run_1/sizing.png
The bar under the picture is 20 µm long.
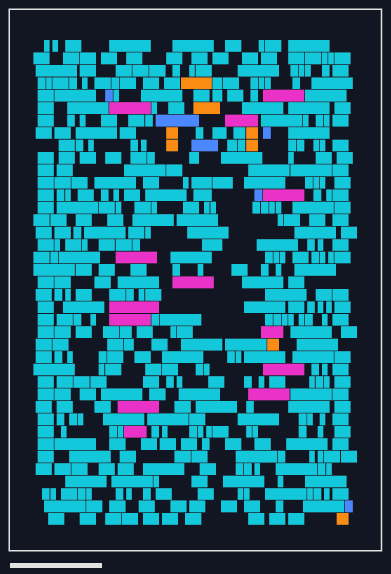
run_1/layers.png
The bar under the picture is 20 µm long.
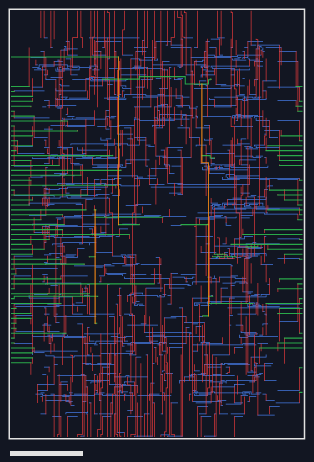
run_1/clock_nets.png
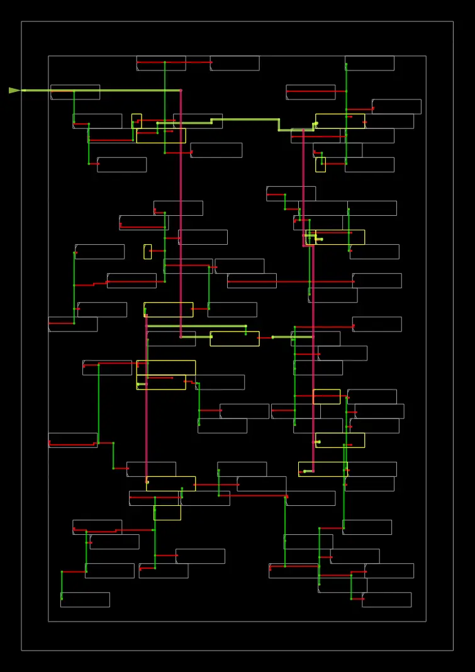
===== src/rtl/periph_arb_pkg.sv =====
// ---------------------------------------------------------------------------
// periph_arb_pkg
//   Shared definitions for the two-master peripheral bus arbiter:
//   FSM state encoding, master indices, default watchdog limit, the latched
//   command record and the small helpers used at grant time.
// ---------------------------------------------------------------------------
package periph_arb_pkg;

    // FSM state encoding; 2'd3 is unused and decodes as IDLE.
    localparam logic [1:0] IDLE   = 2'd0;
    localparam logic [1:0] ACCESS = 2'd1;
    localparam logic [1:0] DONE   = 2'd2;

    // Master indices.
    localparam logic M_CPU = 1'b0;
    localparam logic M_DMA = 1'b1;

    // Default watchdog limit in ACCESS cycles.
    localparam int unsigned DEF_TIMEOUT = 255;

    localparam int unsigned ADDR_W = 16;
    localparam int unsigned DATA_W = 16;

    // One bus command, as held for the whole ACCESS state.
    typedef struct packed {
        logic [ADDR_W-1:0] addr;
        logic              we;
        logic              re;
        logic [DATA_W-1:0] wdata;
    } cmd_t;

    // Build the command to latch: a request with both we and re set is
    // treated as a write, so re is dropped.
    function automatic cmd_t sanitize_cmd(
        input logic [ADDR_W-1:0] addr,
        input logic              we,
        input logic              re,
        input logic [DATA_W-1:0] wdata
    );
        cmd_t c;
        c.addr  = addr;
        c.we    = we;
        c.re    = re & ~we;
        c.wdata = wdata;
        return c;
    endfunction

    // Grant decision. A lone request always wins; on a tie, fixed priority
    // favours the CPU, otherwise the master that was not granted last wins.
    function automatic logic pick_winner(
        input logic req0,
        input logic req1,
        input logic last_grant,
        input logic fixed_prio
    );
        if (req0 && req1) begin
            return fixed_prio ? M_CPU : ~last_grant;
        end
        return req1 ? M_DMA : M_CPU;
    endfunction

endpackage


===== src/rtl/periph_wdog.sv =====
// ---------------------------------------------------------------------------
// periph_wdog
//   16-bit watchdog counter for a bus access. Cleared when an access starts,
//   advanced on every ACCESS cycle in which the peripheral is not ready.
//   o_expired is high once the count has reached TIMEOUT.
//
//   Ports:
//     i_clk      system clock (rising edge)
//     i_rst_n    asynchronous active-low reset
//     i_clr      clear the counter (access starting)
//     i_inc      count one wait cycle
//     o_expired  count has reached TIMEOUT
// ---------------------------------------------------------------------------
module periph_wdog
    import periph_arb_pkg::*;
#(
    parameter int unsigned TIMEOUT = DEF_TIMEOUT
) (
    input  logic i_clk,
    input  logic i_rst_n,
    input  logic i_clr,
    input  logic i_inc,
    output logic o_expired
);

    localparam logic [15:0] LIMIT = 16'(TIMEOUT);

    logic [15:0] cnt_q;
    logic [15:0] cnt_d;

    // NOTE: every signal written in always_comb gets a default first, so no
    // path leaves it unassigned and no latch is inferred.
    always_comb begin
        cnt_d = cnt_q;
        if (i_clr) begin
            cnt_d = '0;
        end else if (i_inc && (cnt_q != 16'hFFFF)) begin
            // Saturate rather than wrap so a stuck access cannot re-arm.
            cnt_d = cnt_q + 16'd1;
        end
    end

    // NOTE: sequential state is updated with non-blocking assignments so all
    // registers sample their next value from the same pre-edge state.
    always_ff @(posedge i_clk or negedge i_rst_n) begin
        if (!i_rst_n) begin
            cnt_q <= '0;
        end else begin
            cnt_q <= cnt_d;
        end
    end

    assign o_expired = (cnt_q >= LIMIT);

endmodule


===== src/rtl/periph_arb.sv =====
// ---------------------------------------------------------------------------
// periph_arb
//   Two-master arbiter and access sequencer for the peripheral bus.
//   Master 0 is the CPU load/store port, master 1 the DMA engine. One access
//   at a time is latched into a command register and held on the bus until
//   the peripheral is ready; the owner then gets one ack cycle with its read
//   data. Each access takes IDLE -> ACCESS (>=1 cycle) -> DONE.
//
//   Optional feature (macro PERIPH_ARB_TIMEOUT_EN): a watchdog aborts an
//   access after TIMEOUT not-ready ACCESS cycles and flags err with the ack.
//   Without the macro ACCESS waits indefinitely and both err outputs are 0.
//
//   Parameters:
//     TIMEOUT     watchdog limit in ACCESS cycles (1..65535)
//     FIXED_PRIO  0: round-robin on ties, 1: master 0 always wins ties
//
//   Ports:
//     i_clk, i_rst_n                  clock, asynchronous active-low reset
//     i_mX_req/addr/we/re/wdata       master X request and command
//     o_mX_ack/rdata/err              master X completion, read data, abort
//     o_addr/o_sel/o_we/o_re/o_wdata  peripheral bus command
//     i_rdata/i_rdy                   peripheral bus response
//     o_busy                          an access is in progress
// ---------------------------------------------------------------------------
module periph_arb
    import periph_arb_pkg::*;
#(
    parameter int unsigned TIMEOUT    = DEF_TIMEOUT,
    parameter bit          FIXED_PRIO = 1'b0
) (
    input  logic              i_clk,
    input  logic              i_rst_n,

    input  logic              i_m0_req,
    input  logic [ADDR_W-1:0] i_m0_addr,
    input  logic              i_m0_we,
    input  logic              i_m0_re,
    input  logic [DATA_W-1:0] i_m0_wdata,
    output logic              o_m0_ack,
    output logic [DATA_W-1:0] o_m0_rdata,
    output logic              o_m0_err,

    input  logic              i_m1_req,
    input  logic [ADDR_W-1:0] i_m1_addr,
    input  logic              i_m1_we,
    input  logic              i_m1_re,
    input  logic [DATA_W-1:0] i_m1_wdata,
    output logic              o_m1_ack,
    output logic [DATA_W-1:0] o_m1_rdata,
    output logic              o_m1_err,

    output logic [ADDR_W-1:0] o_addr,
    output logic              o_sel,
    output logic              o_we,
    output logic              o_re,
    output logic [DATA_W-1:0] o_wdata,
    input  logic [DATA_W-1:0] i_rdata,
    input  logic              i_rdy,

    output logic              o_busy
);

    logic [1:0]        state_q,      state_d;
    logic              owner_q,      owner_d;
    logic              last_grant_q, last_grant_d;
    cmd_t              cmd_q,        cmd_d;
    logic [DATA_W-1:0] m0_rdata_q,   m0_rdata_d;
    logic [DATA_W-1:0] m1_rdata_q,   m1_rdata_d;
    logic              err_q,        err_d;

    logic              winner;
    logic [DATA_W-1:0] rd_value;
    logic              wd_clr;
    logic              wd_inc;
    logic              wd_expired;

    assign winner = pick_winner(i_m0_req, i_m1_req, last_grant_q, FIXED_PRIO);

    // A command without read enable returns zero instead of bus data.
    assign rd_value = cmd_q.re ? i_rdata : '0;

    always_comb begin
        state_d      = state_q;
        owner_d      = owner_q;
        last_grant_d = last_grant_q;
        cmd_d        = cmd_q;
        m0_rdata_d   = m0_rdata_q;
        m1_rdata_d   = m1_rdata_q;
        err_d        = err_q;
        wd_clr       = 1'b0;
        wd_inc       = 1'b0;

        case (state_q)
            ACCESS: begin
                // Ready beats an expiry in the same cycle.
                if (i_rdy) begin
                    err_d   = 1'b0;
                    state_d = DONE;
                    if (owner_q == M_DMA) begin
                        m1_rdata_d = rd_value;
                    end else begin
                        m0_rdata_d = rd_value;
                    end
                end else if (wd_expired) begin
                    err_d   = 1'b1;
                    state_d = DONE;
                    if (owner_q == M_DMA) begin
                        m1_rdata_d = '0;
                    end else begin
                        m0_rdata_d = '0;
                    end
                end else begin
                    wd_inc = 1'b1;
                end
            end

            DONE: begin
                // Requests are ignored here; this cycle also keeps o_sel low
                // between back-to-back accesses.
                state_d = IDLE;
            end

            default: begin
                // IDLE (and the unused encoding 2'd3).
                if (i_m0_req || i_m1_req) begin
                    owner_d      = winner;
                    last_grant_d = winner;
                    cmd_d        = (winner == M_DMA)
                                 ? sanitize_cmd(i_m1_addr, i_m1_we, i_m1_re, i_m1_wdata)
                                 : sanitize_cmd(i_m0_addr, i_m0_we, i_m0_re, i_m0_wdata);
                    wd_clr       = 1'b1;
                    state_d      = ACCESS;
                end
            end
        endcase
    end

    // NOTE: the read-data holding registers are reset as well, because the
    // masters see them directly and must read 0 after reset.
    always_ff @(posedge i_clk or negedge i_rst_n) begin
        if (!i_rst_n) begin
            state_q      <= IDLE;
            owner_q      <= M_CPU;
            last_grant_q <= M_DMA;   // so the CPU wins the first tie
            cmd_q        <= '0;
            m0_rdata_q   <= '0;
            m1_rdata_q   <= '0;
            err_q        <= 1'b0;
        end else begin
            state_q      <= state_d;
            owner_q      <= owner_d;
            last_grant_q <= last_grant_d;
            cmd_q        <= cmd_d;
            m0_rdata_q   <= m0_rdata_d;
            m1_rdata_q   <= m1_rdata_d;
            err_q        <= err_d;
        end
    end

`ifdef PERIPH_ARB_TIMEOUT_EN
    periph_wdog #(
        .TIMEOUT (TIMEOUT)
    ) u_wdog (
        .i_clk     (i_clk),
        .i_rst_n   (i_rst_n),
        .i_clr     (wd_clr),
        .i_inc     (wd_inc),
        .o_expired (wd_expired)
    );

    assign o_m0_err = o_m0_ack & err_q;
    assign o_m1_err = o_m1_ack & err_q;
`else
    assign wd_expired = 1'b0;
    assign o_m0_err   = 1'b0;
    assign o_m1_err   = 1'b0;

    // Watchdog hooks have no load without the counter.
    logic wdog_unused;
    assign wdog_unused = ^{wd_clr, wd_inc, err_q, 16'(TIMEOUT)};
`endif

    // Bus side: command register drives the bus, select only in ACCESS.
    assign o_sel   = (state_q == ACCESS);
    assign o_addr  = cmd_q.addr;
    assign o_we    = cmd_q.we;
    assign o_re    = cmd_q.re;
    assign o_wdata = cmd_q.wdata;

    // Master side: ack only to the owner, during DONE.
    assign o_m0_ack   = (state_q == DONE) && (owner_q == M_CPU);
    assign o_m1_ack   = (state_q == DONE) && (owner_q == M_DMA);
    assign o_m0_rdata = m0_rdata_q;
    assign o_m1_rdata = m1_rdata_q;

    assign o_busy = (state_q == ACCESS) || (state_q == DONE);

endmodule


===== config.mk =====
export PLATFORM = sky130hd
export DESIGN_NAME = periph_arb
export DESIGN_NICKNAME = d
export VERILOG_FILES = /design/src/rtl/periph_arb_pkg.sv /design/src/rtl/periph_wdog.sv /design/src/rtl/periph_arb.sv
export SDC_FILE = /design/constraint.sdc
export NUM_CORES = 1
export LEC_CHECK = 0
export ABC_CLOCK_PERIOD_IN_PS = 2990
export CORE_AREA = 5 5 76 113
export CTS_CLUSTER_SIZE = 24
export DETAILED_ROUTE_END_ITERATION = 10
export DIE_AREA = 0 0 81 118
export PLACE_DENSITY_LB_ADDON = 0.05
export REMOVE_ABC_BUFFERS = 1
export SYNTH_ARGS = -nofsm -noshare
export SYNTH_HDL_FRONTEND = slang
export SYNTH_HIERARCHICAL = 1
export SYNTH_SLANG_ARGS = --single-unit
export TNS_END_PERCENT = 20

===== constraint.sdc =====
create_clock -name i_clk -period 2.99 [get_ports i_clk]
set_input_delay 0.598 -clock i_clk [delete_from_list [all_inputs] [get_ports i_clk]]
set_output_delay 0.598 -clock i_clk [all_outputs]
set_load 0.02 [all_outputs]

==> impl_metrics.ini, run 1 <==
; synthesis and place-and-route metrics
[yosys]
top_area_cell = dfrtp_1
async_reset_ff_share_pct = 100
synth_stat.cells = 295
synthTopCellsByCount = nand2_1, dfrtp_1, o21ai_1, mux2i_1, o21ai_0
ys_sh_xor_pct = 0
topCombFamilyByArea = AND-OR/OR-AND gates
synth-simple-area-share_pct = 11.5
adder_share_pct = 1.23

[layout]
ff_latch_area_um2 = 1750
clk_share_pct = 6.04
diodes = 0
final_nets = 543
buffers = 165
final-nonclk-buf-share_pct = 32.9
n_fill_cell = 675

[worst_setup_path]
reg2reg_from = state_q[0]
critical_path_buf_inv_count = 3
crit_top_cell = inv_1
rr_worst_depth = 4
rr_endpoint = state_q[1]
cp_top_family = buffers and inverters

[clock_network]
ctsLongestPathBuffers = 2
cts_setup_buffers = 0
clk_latency_ns = 0.32
h-tree-depth = 3
cts_tree = built

[global_route]
grt_antenna_before_repair = 0
overflow = 0
grt_pass1_wl_mm = 12.8
grt_usage_pct = 17.3
grt_pass1_vias = 2707

[outcome]
status = finished, final reports clean

[job]
warnings = 27
cap_violations = 0

[drt]
wire_per_inst_um = 14.0
wl_mm = 7.80
drt_iter0_markers = 39

[hold_path]
holdCritPathClass = in -> async

[pwr]
vdd_drop_max_v = 0.000731
power_density_nw_per_um2 = 1040
power.total_uw = 5190

[die]
taps = 102
core_area_um2 = 7510
die_h_um = 118

[sta]
finalHoldViolations = 0
relSlewSlack_pct = 40.8
period_needed_ns = 2.48
setup_slack_ns = 0.515
worst_pin_slew_ns = 0.888

[place]
io_buffer_count = 158
dp_slack_ns = 0.745
## Picture notes: sizing.png
color	size	cells	most used
blue	x2	6	clkinv_2
orange	x3 and x4	8	buf_4
cyan	x1 and smaller	429	clkdlybuf4s50_1
magenta	x6 and larger	13	clkbuf_16

## Picture notes: layers.png
color	layer	wire length
green	M3	912 µm
blue	M1	2910 µm
orange	M4	143 µm
red	M2	3840 µm

## Picture notes: clock_nets.png
Num CTS Buffers: 9
Sink Count: 70
count of flip-flops and latches: 70

-- run 1: cell usage in the layout (no fill, tap or decap), types with 3 or more instances in the layout --
master and instances:
clkdlybuf4s50_1 157, nand2_1 82, dfrtp_1 69, o21ai_1 53, mux2i_1 35, o21ai_0 13, clkbuf_16 9, buf_4 6
inv_1 3, ha_1 3, clkinv_2 3
-- run 1: worst max-delay path by stage --
stage / cells after the start / to / slack [ns] / startpoint
finish: 4 / o_busy / 0.51 / state_q[0]
CTS: 4 / o_busy / 0.48 / state_q[0]
global route: 4 / o_busy / 0.42 / state_q[0]
detailed placement: 5 / o_wdata[1] / 0.74 / i_m1_req
global placement: 5 / o_addr[3] / 0.80 / i_m1_req
floorplan: 3 / o_addr[0] / 0.41 / i_m0_req
-- run 1: worst reg2reg max path: stages, from the launching register on --
cell     delay (ns)
dfrtp_1        0.38
inv_1          0.07
ha_1           0.23
o41ai_2        0.45
mux2_1         0.36
-- run 1: where the power goes --
part	leakage, µW	total [µW]	switching [µW]	internal (µW)
logic	0.00110	2550	1370	1180
registers	0.000900	1600	219	1380
clock network	0.000152	1050	364	686
-- run 1: routing by layer --
layer / share of wire (%) / up-vias / GRT usage [%]
met5: 0 / - / 0
met4: 1.8 / 0 / 6.98
met3: 12 / 11 / 8.35
met2: 49 / 116 / 27.9
met1: 37 / 1183 / 19.3
li1: - / 1304 / -
-- run 1: sequential cells by signal, summed over array words and instances (netlist names) --
| signal | flops |
|---|---|
| o_m0_rdata | 16 |
| o_re | 1 |
| o_wdata | 16 |
| last_grant_q | 1 |
| owner_q | 1 |
| state_q | 2 |
| o_we | 1 |
| o_m1_rdata | 16 |
| o_addr | 16 |
==> run 2, diff against run 1 <==
- ABC_CLOCK_PERIOD_IN_PS: 2990 -> 2250
- CORE_AREA: 5 5 76 113 -> 5 5 82 121
- DIE_AREA: 0 0 81 118 -> 0 0 87 126
- clock period: 2.99 -> 2.25 ns (I/O delays scaled with it)
run_2/clock_nets.png
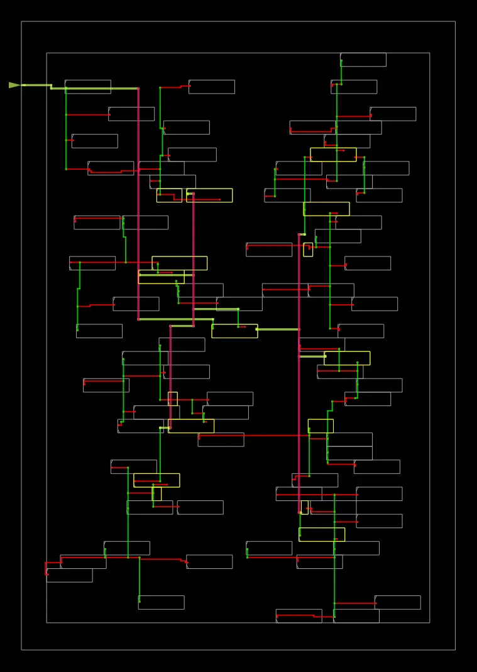
Power Clock: 1410 µW
Clock Latency Late Sink: 0.32 ns
clock skew: 0.00419 ns
CLK BUF: 12

run_2/sizing.png
The bar under the picture is 20 µm long.
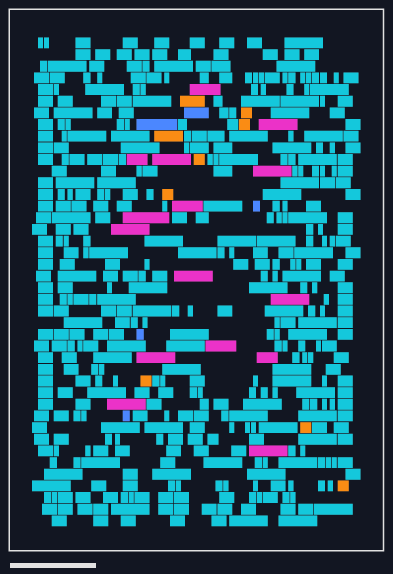
color	size	cells	most used
cyan	x1 and smaller	429	clkdlybuf4s50_1
blue	x2	5	clkinv_2
orange	x3 and x4	9	buf_4
magenta	x6 and larger	15	clkbuf_16

==> run 2 against run 1 <==
- worst hold slack got worse by 0.45 ns
- combinational power rose by 34%
- critical endpoint is now o_sel
- die size rose by 15%
- clock power rose by 34%
- first-iteration DRC count fell by 2.6%
- via count rose by 0.23%
- synthesized cell count did not move
- sequential cell count did not move
- power rose by 34%
- global-route usage fell by 2.1 points
- non-clock buffer count rose by 2
- critical path type unchanged
==> impl_metrics.ini, run 2 <==
; synthesis and place-and-route metrics
[yosys]
ys_area_um2 = 3060
synth_stat.cells = 295
ff_type = dfrtp_1
synthTopCellsByCount = nand2_1, dfrtp_1, o21ai_1, mux2i_1, o21ai_0
async_reset_ff_share_pct = 100
top_area_cell = dfrtp_1
top_cells_by_area = dfrtp_1, mux2i_1, nand2_1, o21ai_1, o21ai_0
netlist.area_leader.share_pct = 56.4
edf_count = 0

[layout]
clk_share_pct = 5.97
final-nonclk-buf-share_pct = 33.4
ff_latch_area_um2 = 1750
diodes = 0
buffers = 167
final_nets = 545
n_fill_cell = 809
lay_top_count = clkdlybuf4s50_1
lay_top_cells = clkdlybuf4s50_1, nand2_1, dfrtp_1, o21ai_1, mux2i_1
ff_count = 70

[die]
num_rows = 42
io_pins = 161
initial_utilization_pct = 34.9
core_area_um2 = 8780
die_h_um = 126
taps = 110
die_w_um = 87

[clock_network]
numCtsBuffers = 9
h-tree-depth = 3
clock-sinks = 70
ctsLongestPathBuffers = 2
cts_setup_buffers = 0
cts_tree = built

[sta]
period_needed_ns = 2.09
setup_slack_ns = 0.161
setup_violations = 0
finalHoldViolations = 0

[pwr]
pwr-share-seq_pct = 30.6
p_switching_uw = 2630
vdd_drop_max_v = 0.000638
p_sw_share_pct = 37.9
pwr-share-comb_pct = 49.1
pwr-share-clk_pct = 20.3
intPower_uw = 4320
power_density_nw_per_um2 = 1380

[global_route]
use_met3_pct = 5.82
grt_usage_pct = 15.2
grt_pass1_wl_mm = 13.1
grt_pass1_vias = 2666
grt_antenna_before_repair = 0
grt_use_met2_pct = 23.3
overflow = 0
grt_use_met1_pct = 18.4
busiest_layer = met2

[drt]
met3_length_um = 919
wl_met2_mm = 3.75
wl_mm = 8.01
met1Wirelength_mm = 3.18
wire_per_inst_um = 14.1
drt_iter0_markers = 38
top_layer = met4
firstDrtPassIters = 4

[outcome]
status = finished, final reports clean

[place]
dp_slack_ns = 0.244
hpwl_mm = 6.03
io_buffer_count = 158

[worst_setup_path]
critical_path_buf_inv_count = 2
cp_top_family = buffers and inverters
crit_path_top_delay_cell = clkdlybuf4s50_1
end_kind = output port
critical_path.max_stage_delay_ns = 0.63
path_cells = inv_1 -> ha_1 -> clkdlybuf4s50_1

[hold_path]
holdCritPathClass = in -> async

[job]
warnings = 27
cap_violations = 0
run_2/ff_map.png
The bar under the picture is 20 µm long. Other sequential cells in the stronger gray, the rest of the logic in the fainter gray.
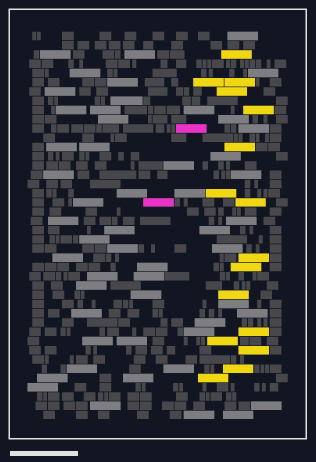
color	netlist name	flops
yellow	o_m1_rdata	16
magenta	state_q	2

## run 2: cell count changes in the layout (fill, tap and decap cells not counted), sizes merged
| cell | before | now |
|---|---|---|
| buf | 8 | 10 |
| dlygate4sd2 | 0 | 2 |
| clkdlybuf4s50 | 157 | 154 |
| dlymetal6s2s | 0 | 1 |
## run 2: power groups by stage
stage               Combinational [µW]  Sequential (µW)  Clock, µW
floorplan                         1100             2770          0
global placement                  3450             2130          0
detailed placement                3500             2150          0
CTS                               3490             2140       1460
global route                      3740             2220       1510
finish                            3410             2130       1410
## run 2: worst paths after layout
path,startpoint,end,depth (start not counted)
worst max-delay path,state_q[1],o_sel,3
worst min-delay path,i_rst_n,o_m0_rdata[0],1
worst max register to register,state_q[0],state_q[1],4
worst min register to register,o_m0_rdata[9],o_m0_rdata[9],2
max in group asynchronous,i_rst_n,o_addr[11],2
min in group i_clk,o_m0_rdata[9],o_m0_rdata[9],2
## run 2: metrics by stage
stage	total power (µW)	cells	hold WS [ns]	area (µm²)
floorplan	3870	275	0.154	2910
global placement	5580	552	0.379	4750
detailed placement	5650	552	0.380	4750
CTS	7090	568	0.0268	5050
global route	7460	568	0.0491	5050
finish	6950	568	0.0304	5050
## run 2: repair_timing
action	in CTS	in global routing
endpoints found under the setup margin	2	1
hold buffers	0	0
gates resized	2	1
## run 2: cells by family after synthesis
family                   Yosys count  share of synthesized area (%)
AND-OR/OR-AND                     72                           12.6
adder cells (fa/ha/maj)            3                           1.23
multiplexers                      36                           11.8
AND/OR/NAND/NOR                   89                           11.5
other                              1                          0.123
flip-flops                        70                           57.3
buffers and inverters             24                           5.36
Power figures rest on the tool's default switching activity, not on a simulated workload.
